Figure 1. Routed metal per tile.
Bar = 100 um. The die is cut into 26 by 26 equal tiles; black is low, pale yellow is high, scaled to the fullest tile. Values are wire area over tile area, all layers added.
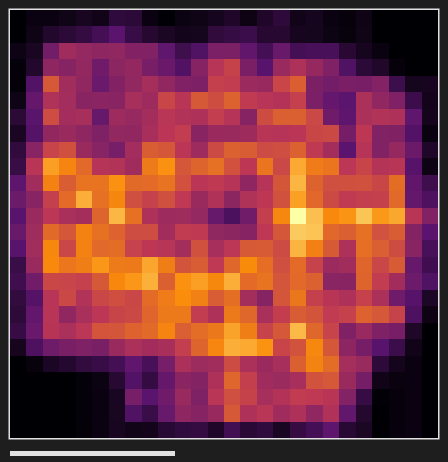
Figure 2. Signal wires on met2.
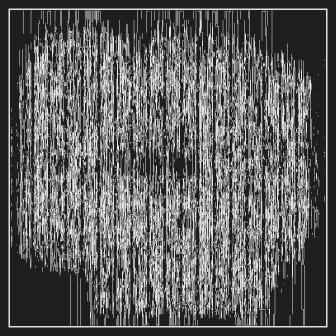
### config.mk
export PLATFORM = sky130hd
export DESIGN_NAME = issue_queue
export DESIGN_NICKNAME = d
export VERILOG_FILES = /design/src/rtl/issue_queue.sv
export SDC_FILE = /design/constraint.sdc
export NUM_CORES = 2
export LEC_CHECK = 0
export CAP_MARGIN = 15
export CORE_MARGIN = 5
export CORE_UTILIZATION = 58
export DETAILED_ROUTE_END_ITERATION = 12
export GPL_TIMING_DRIVEN = 0
export PLACE_DENSITY = 0.79
export SYNTH_ARGS = -nofsm -noshare
export SYNTH_HDL_FRONTEND = slang
export SYNTH_SLANG_ARGS = --single-unit
### constraint.sdc
create_clock -name clk -period 53 [get_ports clk]
set_input_delay 10.6 -clock clk [delete_from_list [all_inputs] [get_ports clk]]
set_output_delay 10.6 -clock clk [all_outputs]
set_load 0.005 [all_outputs]
### src/rtl/issue_queue.sv
// Dual-push, dual-read circular issue queue between decode and issue.
// Optional perf counters enabled with macro ISSUE_QUEUE_PERF_EN.
package issue_queue_pkg;
   typedef struct packed {
      logic [31:0] pc;
      logic [31:0] instr;
   } ISSUE_QUEUE_ELEMENT;
endpackage

module issue_queue
   import issue_queue_pkg::*;
#(
   parameter int DEPTH = 8
) (
   input  logic                  clk,
   input  logic                  rst,
   input  logic                  flash,
   input  logic [1:0]            push_num,
   input  ISSUE_QUEUE_ELEMENT [1:0] push_data,
   output logic                  push_ready,
   output ISSUE_QUEUE_ELEMENT [1:0] issue_require,
   output logic [1:0]            iq_size,
   input  logic [1:0]            iq_pop_number
`ifdef ISSUE_QUEUE_PERF_EN
   ,
   output logic [31:0]           perf_full_cycles,
   output logic [31:0]           perf_pop_total
`endif
);

   localparam int PW = $clog2(DEPTH);
   localparam int CW = PW + 1;

   ISSUE_QUEUE_ELEMENT mem_q [DEPTH];
   ISSUE_QUEUE_ELEMENT mem_d [DEPTH];
   logic [PW-1:0] head_q, head_d;
   logic [PW-1:0] tail_q, tail_d;
   logic [CW-1:0] occ_q, occ_d;
   logic [PW-1:0] head_p1;
   logic [PW-1:0] tail_p1;
   logic [1:0]    push_cnt;
   logic [1:0]    pop_eff;
   logic          push_ok;

   // Status and read ports derived from registered state only
   always_comb begin
      head_p1    = head_q + PW'(1);
      tail_p1    = tail_q + PW'(1);
      push_cnt   = push_num[1] ? 2'd2 : push_num;
      iq_size    = (occ_q >= CW'(2)) ? 2'd2 : occ_q[1:0];
      push_ready = (occ_q <= CW'(DEPTH - 2));
      pop_eff    = (iq_pop_number < iq_size) ? iq_pop_number : iq_size;
      push_ok    = push_ready && (push_cnt != 2'd0);
      issue_require[0] = (occ_q > CW'(0)) ? mem_q[head_q]  : '0;
      issue_require[1] = (occ_q > CW'(1)) ? mem_q[head_p1] : '0;
   end

   // Next state: flush clears pointers, else pop and push together
   always_comb begin
      head_d = head_q;
      tail_d = tail_q;
      occ_d  = occ_q;
      mem_d  = mem_q;
      if (flash) begin
         head_d = '0;
         tail_d = '0;
         occ_d  = '0;
      end else begin
         head_d = head_q + PW'(pop_eff);
         occ_d  = occ_q - CW'(pop_eff);
         if (push_ok) begin
            mem_d[tail_q] = push_data[0];
            if (push_cnt == 2'd2) begin
               mem_d[tail_p1] = push_data[1];
            end
            tail_d = tail_q + PW'(push_cnt);
            occ_d  = occ_q - CW'(pop_eff) + CW'(push_cnt);
         end
      end
   end

   // Pointer and occupancy registers
   always_ff @(posedge clk) begin
      if (rst) begin
         head_q <= '0;
         tail_q <= '0;
         occ_q  <= '0;
      end else begin
         head_q <= head_d;
         tail_q <= tail_d;
         occ_q  <= occ_d;
      end
   end

   // Entry storage; contents are don't-care while unoccupied
   always_ff @(posedge clk) begin
      if (!rst) begin
         mem_q <= mem_d;
      end
   end

`ifdef ISSUE_QUEUE_PERF_EN
   logic [31:0] perf_full_q, perf_full_d;
   logic [31:0] perf_pop_q, perf_pop_d;

   // Count blocked push cycles and entries actually popped
   always_comb begin
      perf_full_d = perf_full_q;
      perf_pop_d  = perf_pop_q;
      if ((push_num != 2'd0) && !push_ready) begin
         perf_full_d = perf_full_q + 32'd1;
      end
      if (!flash) begin
         perf_pop_d = perf_pop_q + 32'(pop_eff);
      end
   end

   // Perf registers survive flush, cleared only by reset
   always_ff @(posedge clk) begin
      if (rst) begin
         perf_full_q <= '0;
         perf_pop_q  <= '0;
      end else begin
         perf_full_q <= perf_full_d;
         perf_pop_q  <= perf_pop_d;
      end
   end

   assign perf_full_cycles = perf_full_q;
   assign perf_pop_total   = perf_pop_q;
`endif

endmodule

==> impl_metrics.tcl <==
# metrics dict for downstream scripts
set metrics [dict create \
    status "finished clean" \
    internal-power_mw 1.029 \
    fin_ws_ns 38.38 \
    slowest_delay_ns 0.79 \
    worst-path-buf-inv 4 \
    slowest_stage "a221oi_1" \
    postSynthAreaPerCell_sq_um 11.08 \
    grtUsageTotal_pct 37.74 \
    r2r_cells 14 \
    drc_errors 0 \
    min_to "mem_q[412]" \
    critPathCapture "issue_require[65]" \
    worstHoldPathCells 2 \
    gp_congestion 0.9469 \
    pwr-share-comb_pct 42.3 \
    ys_cells 3267 \
    pre_cts_ws_ns 38.82 \
    routedWlPerCell_um 30.38 \
    ios 266 \
    dieWidth_um 259.8 \
    r2r_start "occ_q[2]" \
    busiest_layer "met2" \
    hp-class "register to register" \
    antenna_found_initial 22 \
    fin_crit_ns 14.62 \
    clkPwrFrac_pct 24.3 \
    synthCells 3267 \
    cts_max_level 2 \
    power_density_nw_per_um2 40.13 \
    floorplan.core_util_pct 58.66 \
    cap_violations 0 \
    crit_top_cell "buf_2" \
    wirelength_um 133200 \
    tool_warnings 26 \
    async_flop_share_pct 0 \
    syn_to_final_growth_pct 12.75 \
    grt_setup_unrepaired "no" \
    grt_pass1_vias 29780 \
    ir_drop_uv 33.17 \
    yosys.stat.seqShare_pct 43.03 \
    cts_hold_buf 0 \
    ys_ff 522 \
    clk_pin_slew_ns 0.06 \
    r2r-end "occ_q[3]" \
    ys_warn_count 0 \
    stdcell_count 4385 \
    synthesis.area_sq_um 36200 \
    num_rows 91 \
    drtIter0Drc 5478 \
    finalCritPeriodShare_pct 27.58 \
    clock-skew-final_ns 0.01966 \
    cts_buffer_depth 3 \
    numCtsBuffers 60 \
    drive_above_1_share_pct 17.68 \
    worst_pin_slew_ns 1.277 \
    seq_power_share_pct 33.4 \
    grt_max_degree 35 \
    critPathMaxFanout 10 \
    cts_resized 0 \
]
About Figure 1:
nearly empty tiles: 8.1%
mean over tiles: 0.37
tiles over half the peak: 35%
fullest tile: 0.95

About Figure 2:
nets with wire on the layer: 3,020
share of all routed wire: 43%
wire length on this layer: 57.4 mm
main direction: vertical
longest straight run: 85.7 um
met2 Track Usage GR: 55.76%
Vias: 31,020

==> layout make-up <==
class	count	area [sq um]
antenna	18	45.04
fill	4792	20900
clock inverter	25	172.7
tap	837	1047
multi-input combinational	2319	18300
buffer	412	2281
sequential	522	15570
timing repair buffer	155	1754
inverter	14	52.55
clock buffer	83	1588
==> cells by family (layout without fill, tap and decap cells) <==
| logic type | after synthesis | count (layout) | share of synthesized area (%) |
|---|---|---|---|
| buffers and inverters | 426 | 689 | 6.446 |
| AND-OR/OR-AND | 712 | 712 | 11.82 |
| multiplexers | 958 | 958 | 31.17 |
| XOR/XNOR | 9 | 9 | 0.2973 |
| flip-flops | 522 | 522 | 43.03 |
| adder cells (fa/ha/maj) | 13 | 13 | 0.5323 |
| other | 0 | 18 | 0 |
| AND/OR/NAND/NOR | 627 | 627 | 6.709 |
==> sequential cells by signal (all words and copies together), names as in the netlist <==
signal / cells
head_q: 3
tail_q: 3
occ_q: 4
mem_q: 512
==> per-stage QoR <==
| stage | total power [mW] | hold WS (ns) | instance area [sq um] |
|---|---|---|---|
| after CTS | 1.607 | 0.6563 | 40770 |
| after global placement | 1.232 | 0.6265 | 38620 |
| after detailed placement | 1.219 | 0.6416 | 39010 |
| after global routing | 1.677 | 0.6799 | 40780 |
| after floorplan | 0.9567 | 0.5916 | 36200 |
| final | 1.638 | 0.6595 | 40810 |
==> cell usage after synthesis (5+ instances only) <==
library cell / count / area share, %
o21ai_1: 80 / 1.1
mux2_2: 63 / 2.0
clkbuf_1: 139 / 1.4
buf_4: 100 / 2.1
ha_1: 9 / 0.31
mux4_2: 129 / 8.0
nor2_1: 82 / 0.85
inv_1: 14 / 0.15
mux2i_1: 766 / 21
clkbuf_2: 12 / 0.17
a31oi_1: 63 / 1.1
buf_6: 23 / 0.72
a221oi_2: 60 / 2.5
buf_2: 134 / 1.9
dfxtp_1: 10 / 0.55
edfxtp_1: 512 / 42
a211oi_1: 5 / 0.10
o21ai_0: 496 / 6.9
nand2_1: 520 / 5.4
==> layout by cell type, fill, tap and decap left out, drive strengths merged <==
master / Yosys / final
nor3b: 3 / 3
o21ai: 577 / 577
or3b: 1 / 1
diode: 0 / 18
buf: 260 / 278
ha: 9 / 9
edfxtp: 512 / 512
a221oi: 63 / 63
nor2: 86 / 86
clkdlybuf4s50: 0 / 137
a41o: 1 / 1
dfxtp: 10 / 10
xnor2: 5 / 5
or2: 1 / 1
a31oi: 63 / 63
nand2: 520 / 520
mux4: 129 / 129
nor4: 1 / 1
mux2: 63 / 63
nor3: 6 / 6
clkbuf: 152 / 235
clkinv: 0 / 22
a21oi: 2 / 2
a31o: 1 / 1
mux2i: 766 / 766
fa: 4 / 4
xor2: 3 / 3
nand3b: 3 / 3
nor2b: 2 / 2
a211oi: 5 / 5
xnor3: 1 / 1
bufinv: 0 / 2
nand3: 4 / 4
inv: 14 / 15
==> power groups by stage <==
stage	Combinational, mW	Sequential (mW)	Clock (mW)
after floorplan	0.395	0.562	0
after global placement	0.648	0.584	0
after detailed placement	0.666	0.553	0
after CTS	0.669	0.545	0.393
after global routing	0.717	0.551	0.410
final	0.692	0.548	0.398
No activity file was given, so power comes from the tool's default toggle rates.
